## src/rtl/key_led_pio_pkg.sv

```systemverilog
// Shared constants for the key/LED peripheral: register map, edge-capture
// modes and bus widths.
package key_led_pio_pkg;

    localparam int ADDR_W         = 3;
    localparam int DATA_W         = 32;
    localparam int BLINK_PERIOD_W = 24;

    localparam logic [ADDR_W-1:0] ADDR_KEY          = 3'd0;
    localparam logic [ADDR_W-1:0] ADDR_EDGE         = 3'd1;
    localparam logic [ADDR_W-1:0] ADDR_IRQ_MASK     = 3'd2;
    localparam logic [ADDR_W-1:0] ADDR_LED          = 3'd3;
    localparam logic [ADDR_W-1:0] ADDR_BLINK_MASK   = 3'd4;
    localparam logic [ADDR_W-1:0] ADDR_BLINK_PERIOD = 3'd5;

    localparam int EDGE_PRESS   = 0;
    localparam int EDGE_RELEASE = 1;
    localparam int EDGE_BOTH    = 2;

endpackage

```

## src/rtl/key_led_pio_if.sv

```systemverilog
// Avalon-MM slave bus bundle for key_led_pio (fixed read latency 1).
interface key_led_pio_if;
    import key_led_pio_pkg::*;

    logic [ADDR_W-1:0] avs_address;
    logic              avs_read;
    logic              avs_write;
    logic [DATA_W-1:0] avs_writedata;
    logic [DATA_W-1:0] avs_readdata;

    modport master (
        output avs_address, avs_read, avs_write, avs_writedata,
        input  avs_readdata
    );

    modport slave (
        input  avs_address, avs_read, avs_write, avs_writedata,
        output avs_readdata
    );

endinterface

```

## src/rtl/key_led_pio_key_debounce.sv

```systemverilog
// One key: 2-flop synchroniser, stability counter and debounced state.
// key_rise/key_fall pulse in the cycle the new state is accepted.
module key_debounce #(
    parameter int DEBOUNCE_CYCLES = 50000
) (
    input  logic clk_clk,
    input  logic reset_reset_n,
    input  logic key_raw,
    output logic key_state,
    output logic key_rise,
    output logic key_fall
);

    localparam int CNT_W = $clog2(DEBOUNCE_CYCLES);
    localparam logic [CNT_W-1:0] CNT_MAX = CNT_W'(DEBOUNCE_CYCLES - 1);

    logic [1:0]       sync_q;
    logic [CNT_W-1:0] cnt_q;
    logic             state_q;
    logic             synced;
    logic             accept;

    // Pins are active-low; the synchroniser idles at 1 so reset looks "released".
    assign synced = ~sync_q[1];
    assign accept = (synced != state_q) && (cnt_q == CNT_MAX);

    always_ff @(posedge clk_clk) begin
        if (!reset_reset_n) begin
            sync_q  <= 2'b11;
            cnt_q   <= '0;
            state_q <= 1'b0;
        end else begin
            sync_q <= {sync_q[0], key_raw};
            if (synced == state_q) begin
                cnt_q <= '0;
            end else if (accept) begin
                cnt_q   <= '0;
                state_q <= synced;
            end else begin
                cnt_q <= cnt_q + CNT_W'(1);
            end
        end
    end

    assign key_state = state_q;
    assign key_rise  = accept & synced;
    assign key_fall  = accept & ~synced;

endmodule

```

## src/rtl/key_led_pio.sv

```systemverilog
// Avalon-MM key/LED peripheral: debounced keys, sticky edge capture with
// maskable irq, and an LED register with hardware blink.
module key_led_pio
    import key_led_pio_pkg::*;
#(
    parameter int N_KEYS          = 4,
    parameter int N_LEDS          = 10,
    parameter int DEBOUNCE_CYCLES = 50000,
    parameter int EDGE_MODE       = 0
) (
    input  logic              clk_clk,
    input  logic              reset_reset_n,
    key_led_pio_if.slave      avs,
    input  logic [N_KEYS-1:0] key_export,
    output logic [N_LEDS-1:0] led_export,
    output logic              irq
);

    logic [N_KEYS-1:0] key_state;
    logic [N_KEYS-1:0] key_rise;
    logic [N_KEYS-1:0] key_fall;

    for (genvar k = 0; k < N_KEYS; k++) begin : g_key
        key_debounce #(
            .DEBOUNCE_CYCLES(DEBOUNCE_CYCLES)
        ) u_debounce (
            .clk_clk      (clk_clk),
            .reset_reset_n(reset_reset_n),
            .key_raw      (key_export[k]),
            .key_state    (key_state[k]),
            .key_rise     (key_rise[k]),
            .key_fall     (key_fall[k])
        );
    end

    logic [N_KEYS-1:0]         edge_q;
    logic [N_KEYS-1:0]         irq_mask_q;
    logic [N_LEDS-1:0]         led_q;
    logic [N_LEDS-1:0]         blink_mask_q;
    logic [BLINK_PERIOD_W-1:0] period_q;
    logic [BLINK_PERIOD_W-1:0] presc_q;
    logic                      phase_q;

    logic wr_edge, wr_irq_mask, wr_led, wr_blink_mask, wr_period;

    assign wr_edge       = avs.avs_write && (avs.avs_address == ADDR_EDGE);
    assign wr_irq_mask   = avs.avs_write && (avs.avs_address == ADDR_IRQ_MASK);
    assign wr_led        = avs.avs_write && (avs.avs_address == ADDR_LED);
    assign wr_blink_mask = avs.avs_write && (avs.avs_address == ADDR_BLINK_MASK);
    assign wr_period     = avs.avs_write && (avs.avs_address == ADDR_BLINK_PERIOD);

    logic wdata_unused;
    assign wdata_unused = ^avs.avs_writedata;

    logic [N_KEYS-1:0] edge_set;
    logic [N_KEYS-1:0] edge_clr;
    logic [N_KEYS-1:0] edge_next;

    always_comb begin
        edge_set = '0;
        case (EDGE_MODE)
            EDGE_PRESS:   edge_set = key_rise;
            EDGE_RELEASE: edge_set = key_fall;
            default:      edge_set = key_rise | key_fall;
        endcase
    end

    // A capture in the same cycle as its W1C survives: set is OR'd in last.
    assign edge_clr  = wr_edge ? avs.avs_writedata[N_KEYS-1:0] : '0;
    assign edge_next = (edge_q & ~edge_clr) | edge_set;

    logic [DATA_W-1:0] rd_mux;

    always_comb begin
        rd_mux = '0;
        case (avs.avs_address)
            ADDR_KEY:          rd_mux = DATA_W'(key_state);
            ADDR_EDGE:         rd_mux = DATA_W'(edge_q);
            ADDR_IRQ_MASK:     rd_mux = DATA_W'(irq_mask_q);
            ADDR_LED:          rd_mux = DATA_W'(led_q);
            ADDR_BLINK_MASK:   rd_mux = DATA_W'(blink_mask_q);
            ADDR_BLINK_PERIOD: rd_mux = DATA_W'(period_q);
            default:           rd_mux = '0;
        endcase
    end

    always_ff @(posedge clk_clk) begin
        if (!reset_reset_n) begin
            avs.avs_readdata <= '0;
            edge_q           <= '0;
            irq_mask_q       <= '0;
            led_q            <= '0;
            blink_mask_q     <= '0;
            period_q         <= '0;
            irq              <= 1'b0;
            led_export       <= '0;
        end else begin
            if (avs.avs_read) begin
                avs.avs_readdata <= rd_mux;
            end
            edge_q <= edge_next;
            irq    <= |(edge_q & irq_mask_q);
            if (wr_irq_mask) begin
                irq_mask_q <= avs.avs_writedata[N_KEYS-1:0];
            end
            if (wr_led) begin
                led_q <= avs.avs_writedata[N_LEDS-1:0];
            end
            if (wr_blink_mask) begin
                blink_mask_q <= avs.avs_writedata[N_LEDS-1:0];
            end
            if (wr_period) begin
                period_q <= avs.avs_writedata[BLINK_PERIOD_W-1:0];
            end
            led_export <= led_q ^ (blink_mask_q & {N_LEDS{phase_q}});
        end
    end

    // A period write restarts the blink cycle from the dark phase.
    always_ff @(posedge clk_clk) begin
        if (!reset_reset_n) begin
            presc_q <= '0;
            phase_q <= 1'b0;
        end else if (wr_period || (period_q == '0)) begin
            presc_q <= '0;
            phase_q <= 1'b0;
        end else if (presc_q >= period_q - BLINK_PERIOD_W'(1)) begin
            presc_q <= '0;
            phase_q <= ~phase_q;
        end else begin
            presc_q <= presc_q + BLINK_PERIOD_W'(1);
        end
    end

endmodule

```

## src/flat_wrapper.sv

```systemverilog
// flat-port wrapper written by rule: the top's interface ports become plain ports
module key_led_pio_flat import key_led_pio_pkg::*;
#(
    parameter int N_KEYS          = 4,
    parameter int N_LEDS          = 10,
    parameter int DEBOUNCE_CYCLES = 50000,
    parameter int EDGE_MODE       = 0
)
  (clk_clk, reset_reset_n, key_export, led_export, irq, avs_avs_address, avs_avs_read, avs_avs_write, avs_avs_writedata, avs_avs_readdata);
  key_led_pio_if avs_i ();
  input  logic clk_clk;
  input  logic reset_reset_n;
  input  logic [N_KEYS-1:0] key_export;
  output logic [N_LEDS-1:0] led_export;
  output logic irq;
  input wire logic [$bits(avs_i.avs_address)-1:0] avs_avs_address;
  input wire logic [$bits(avs_i.avs_read)-1:0] avs_avs_read;
  input wire logic [$bits(avs_i.avs_write)-1:0] avs_avs_write;
  input wire logic [$bits(avs_i.avs_writedata)-1:0] avs_avs_writedata;
  output wire logic [$bits(avs_i.avs_readdata)-1:0] avs_avs_readdata;
  assign avs_i.avs_address = avs_avs_address;
  assign avs_i.avs_read = avs_avs_read;
  assign avs_i.avs_write = avs_avs_write;
  assign avs_i.avs_writedata = avs_avs_writedata;
  assign avs_avs_readdata = avs_i.avs_readdata;
  key_led_pio #(.N_KEYS(N_KEYS), .N_LEDS(N_LEDS), .DEBOUNCE_CYCLES(DEBOUNCE_CYCLES), .EDGE_MODE(EDGE_MODE)) u_core (.clk_clk(clk_clk), .reset_reset_n(reset_reset_n), .avs(avs_i), .key_export(key_export), .led_export(led_export), .irq(irq));
endmodule
```

## config.mk

```make
export PLATFORM = sky130hd
export DESIGN_NAME = key_led_pio_flat
export DESIGN_NICKNAME = d
export VERILOG_FILES = /design/src/rtl/key_led_pio_pkg.sv /design/src/rtl/key_led_pio_if.sv /design/src/rtl/key_led_pio_key_debounce.sv /design/src/rtl/key_led_pio.sv /design/src/flat_wrapper.sv
export SDC_FILE = /design/constraint.sdc
export NUM_CORES = 1
export LEC_CHECK = 0
export CORE_ASPECT_RATIO = 1.1
export CORE_MARGIN = 3
export CORE_UTILIZATION = 45
export CTS_BUF_LIST = sky130_fd_sc_hd__clkbuf_4 sky130_fd_sc_hd__clkbuf_8 sky130_fd_sc_hd__clkbuf_16
export DETAILED_ROUTE_END_ITERATION = 10
export GPL_TIMING_DRIVEN = 0
export MAX_ROUTING_LAYER = met4
export PLACE_DENSITY = 0.65
export SYNTH_ARGS = -nofsm -noshare
export SYNTH_HDL_FRONTEND = slang
export SYNTH_SLANG_ARGS = --single-unit
```

## constraint.sdc

```tcl
create_clock -name clk_clk -period 4.74 [get_ports clk_clk]
set_clock_uncertainty 0.1 [all_clocks]
set_input_delay 0.474 -clock clk_clk [delete_from_list [all_inputs] [get_ports clk_clk]]
set_output_delay 0.474 -clock clk_clk [all_outputs]
set_load 0.01 [all_outputs]
```

layer_met1.png
Supply wires on this layer in grey.
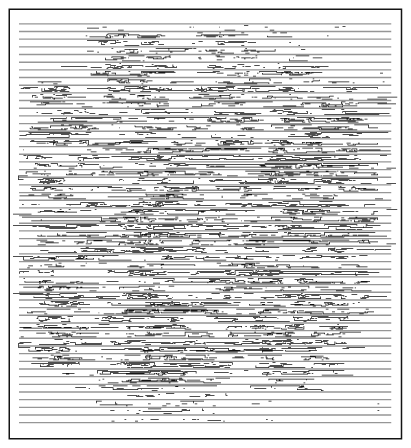
share of all routed wire: 46%
longest straight run: 39.8 um
main direction: horizontal
nets with wire on the layer: 1,070
wire length on this layer: 9,100 um

layer_met2.png
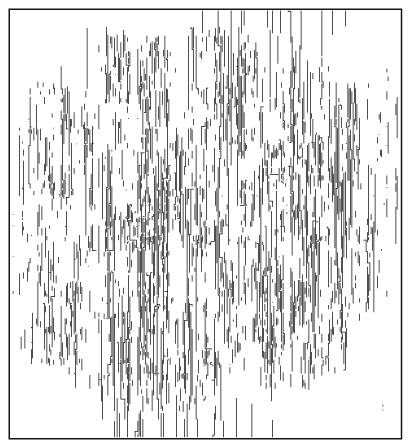
share of all routed wire: 48%
wire length on this layer: 9,450 um
nets with wire on the layer: 900
wirelength, routed: 19.6 mm
met2 track demand over resource: 0.336

==> reports/results.txt <==
Post-placement cell area -> 9710 um^2
Mean post-synth cell area -> 8.71 um^2
Routed len/inst -> 14.6 um
Status -> finished, final reports clean
Die W -> 139 um
Number of failing setup endpoints in the final timing report -> 0
Hold buffers post-CTS -> 0
HPWL reported at the end of detailed placement -> 14.4 mm
Register share after synthesis -> 0.433
CTS Root Cell -> clkbuf_16
Power Sequential -> 1620 uW
Cell accounting for the most synthesized area -> dfxtp_1
CP Buf/Inv Count -> 1
Critical path startpoint category -> register
Final Hold Viols -> 0
Layout cell share with drive strength beyond 1 -> 0.0525
Power share of the clock group -> 0.446
GRT Total Usage -> 0.195
Iteration-0 DRC Markers -> 528
Worst setup slack for register-to-register paths -> 630 ps
Total congestion overflow -> 0
Crit path max-delay cell type -> or4b_2
Clock network power -> 1530 uW
Yosys synthesis chip area -> 8700 um^2
Tool warning count -> 34
Busiest layer in global routing -> met2
Setup crit end kind -> register
Maximum fanout along the worst path -> 10
Flops & latches, synth -> 188
Proportion of register bits with asynchronous set or reset after synthesis -> 0
Count of port buffers added during placement -> 68
Slew at the pin closest to its max-slew limit -> 653 ps
Total net switching power -> 800 uW
layer_met3.png
Scale bar: 50 um. Cells faint in the background.
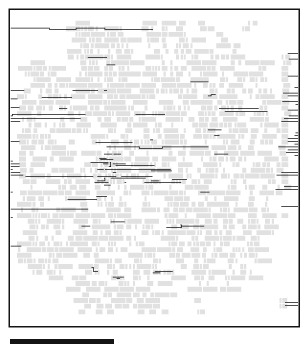
nets with wire on the layer: 79
main direction: horizontal
wire length on this layer: 850 um
longest straight run: 37.0 um

layer_met4.png
Supply wires on this layer in grey. Cells faint in the background.
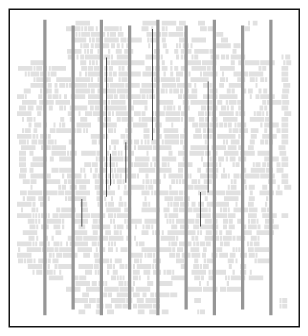
share of all routed wire: 1.2%
longest straight run: 66.6 um
nets with wire on the layer: 4
wire length on this layer: 236 um
main direction: vertical
via total after detailed routing: 6,841

-- through the flow --
| stage | instances | hold WS (ps) | power (uW) |
|---|---|---|---|
| after floorplan | 1005 | 286 | 1830 |
| after global placement | 1316 | 290 | 1930 |
| after detailed placement | 1316 | 293 | 1940 |
| after CTS | 1347 | 310 | 3460 |
| after global routing | 1347 | 321 | 3560 |
| final | 1347 | 308 | 3430 |
-- per-layer routing --
layer | wire (um) | up-vias | part of all wire
li1 | - | 3527 | -
met1 | 9100 | 3150 | 0.46
met2 | 9450 | 144 | 0.48
met3 | 849 | 20 | 0.043
met4 | 235 | 0 | 0.012
met5 | 0 | - | 0
-- layout make-up --
| type | instances | area share |
|---|---|---|
| multi-input combinational | 759 | 0.454 |
| sequential | 188 | 0.364 |
| timing repair buffer | 68 | 0.0658 |
| clock buffer | 18 | 0.0425 |
| tap | 243 | 0.0294 |
| buffer | 44 | 0.0203 |
| clock inverter | 13 | 0.0186 |
| inverter | 14 | 0.00508 |
-- cells by family after synthesis --
family	Yosys count	synth area share
XOR/XNOR	114	0.115
AND/OR/NAND/NOR	478	0.263
adder cells (fa/ha/maj)	30	0.0432
buffers and inverters	58	0.0302
AND-OR/OR-AND	110	0.0902
multiplexers	19	0.0252
other	1	0.000431
flip-flops	188	0.433
-- cell usage after synthesis (6+ instances only) --
master,count
and2_1,14
xor2_1,47
nand2b_1,12
nor4_1,6
o211a_1,11
nand2_1,159
buf_4,8
a21oi_1,27
and4_1,6
xnor2_1,67
clkbuf_1,31
nor2_1,125
inv_1,14
ha_1,30
nand4_1,13
nor2b_1,38
o211ai_1,6
nor3_1,17
dfxtp_1,188
nand3_1,38
and3_1,27
mux2i_1,14
a21boi_0,46
Power and IR drop assume default switching activity.
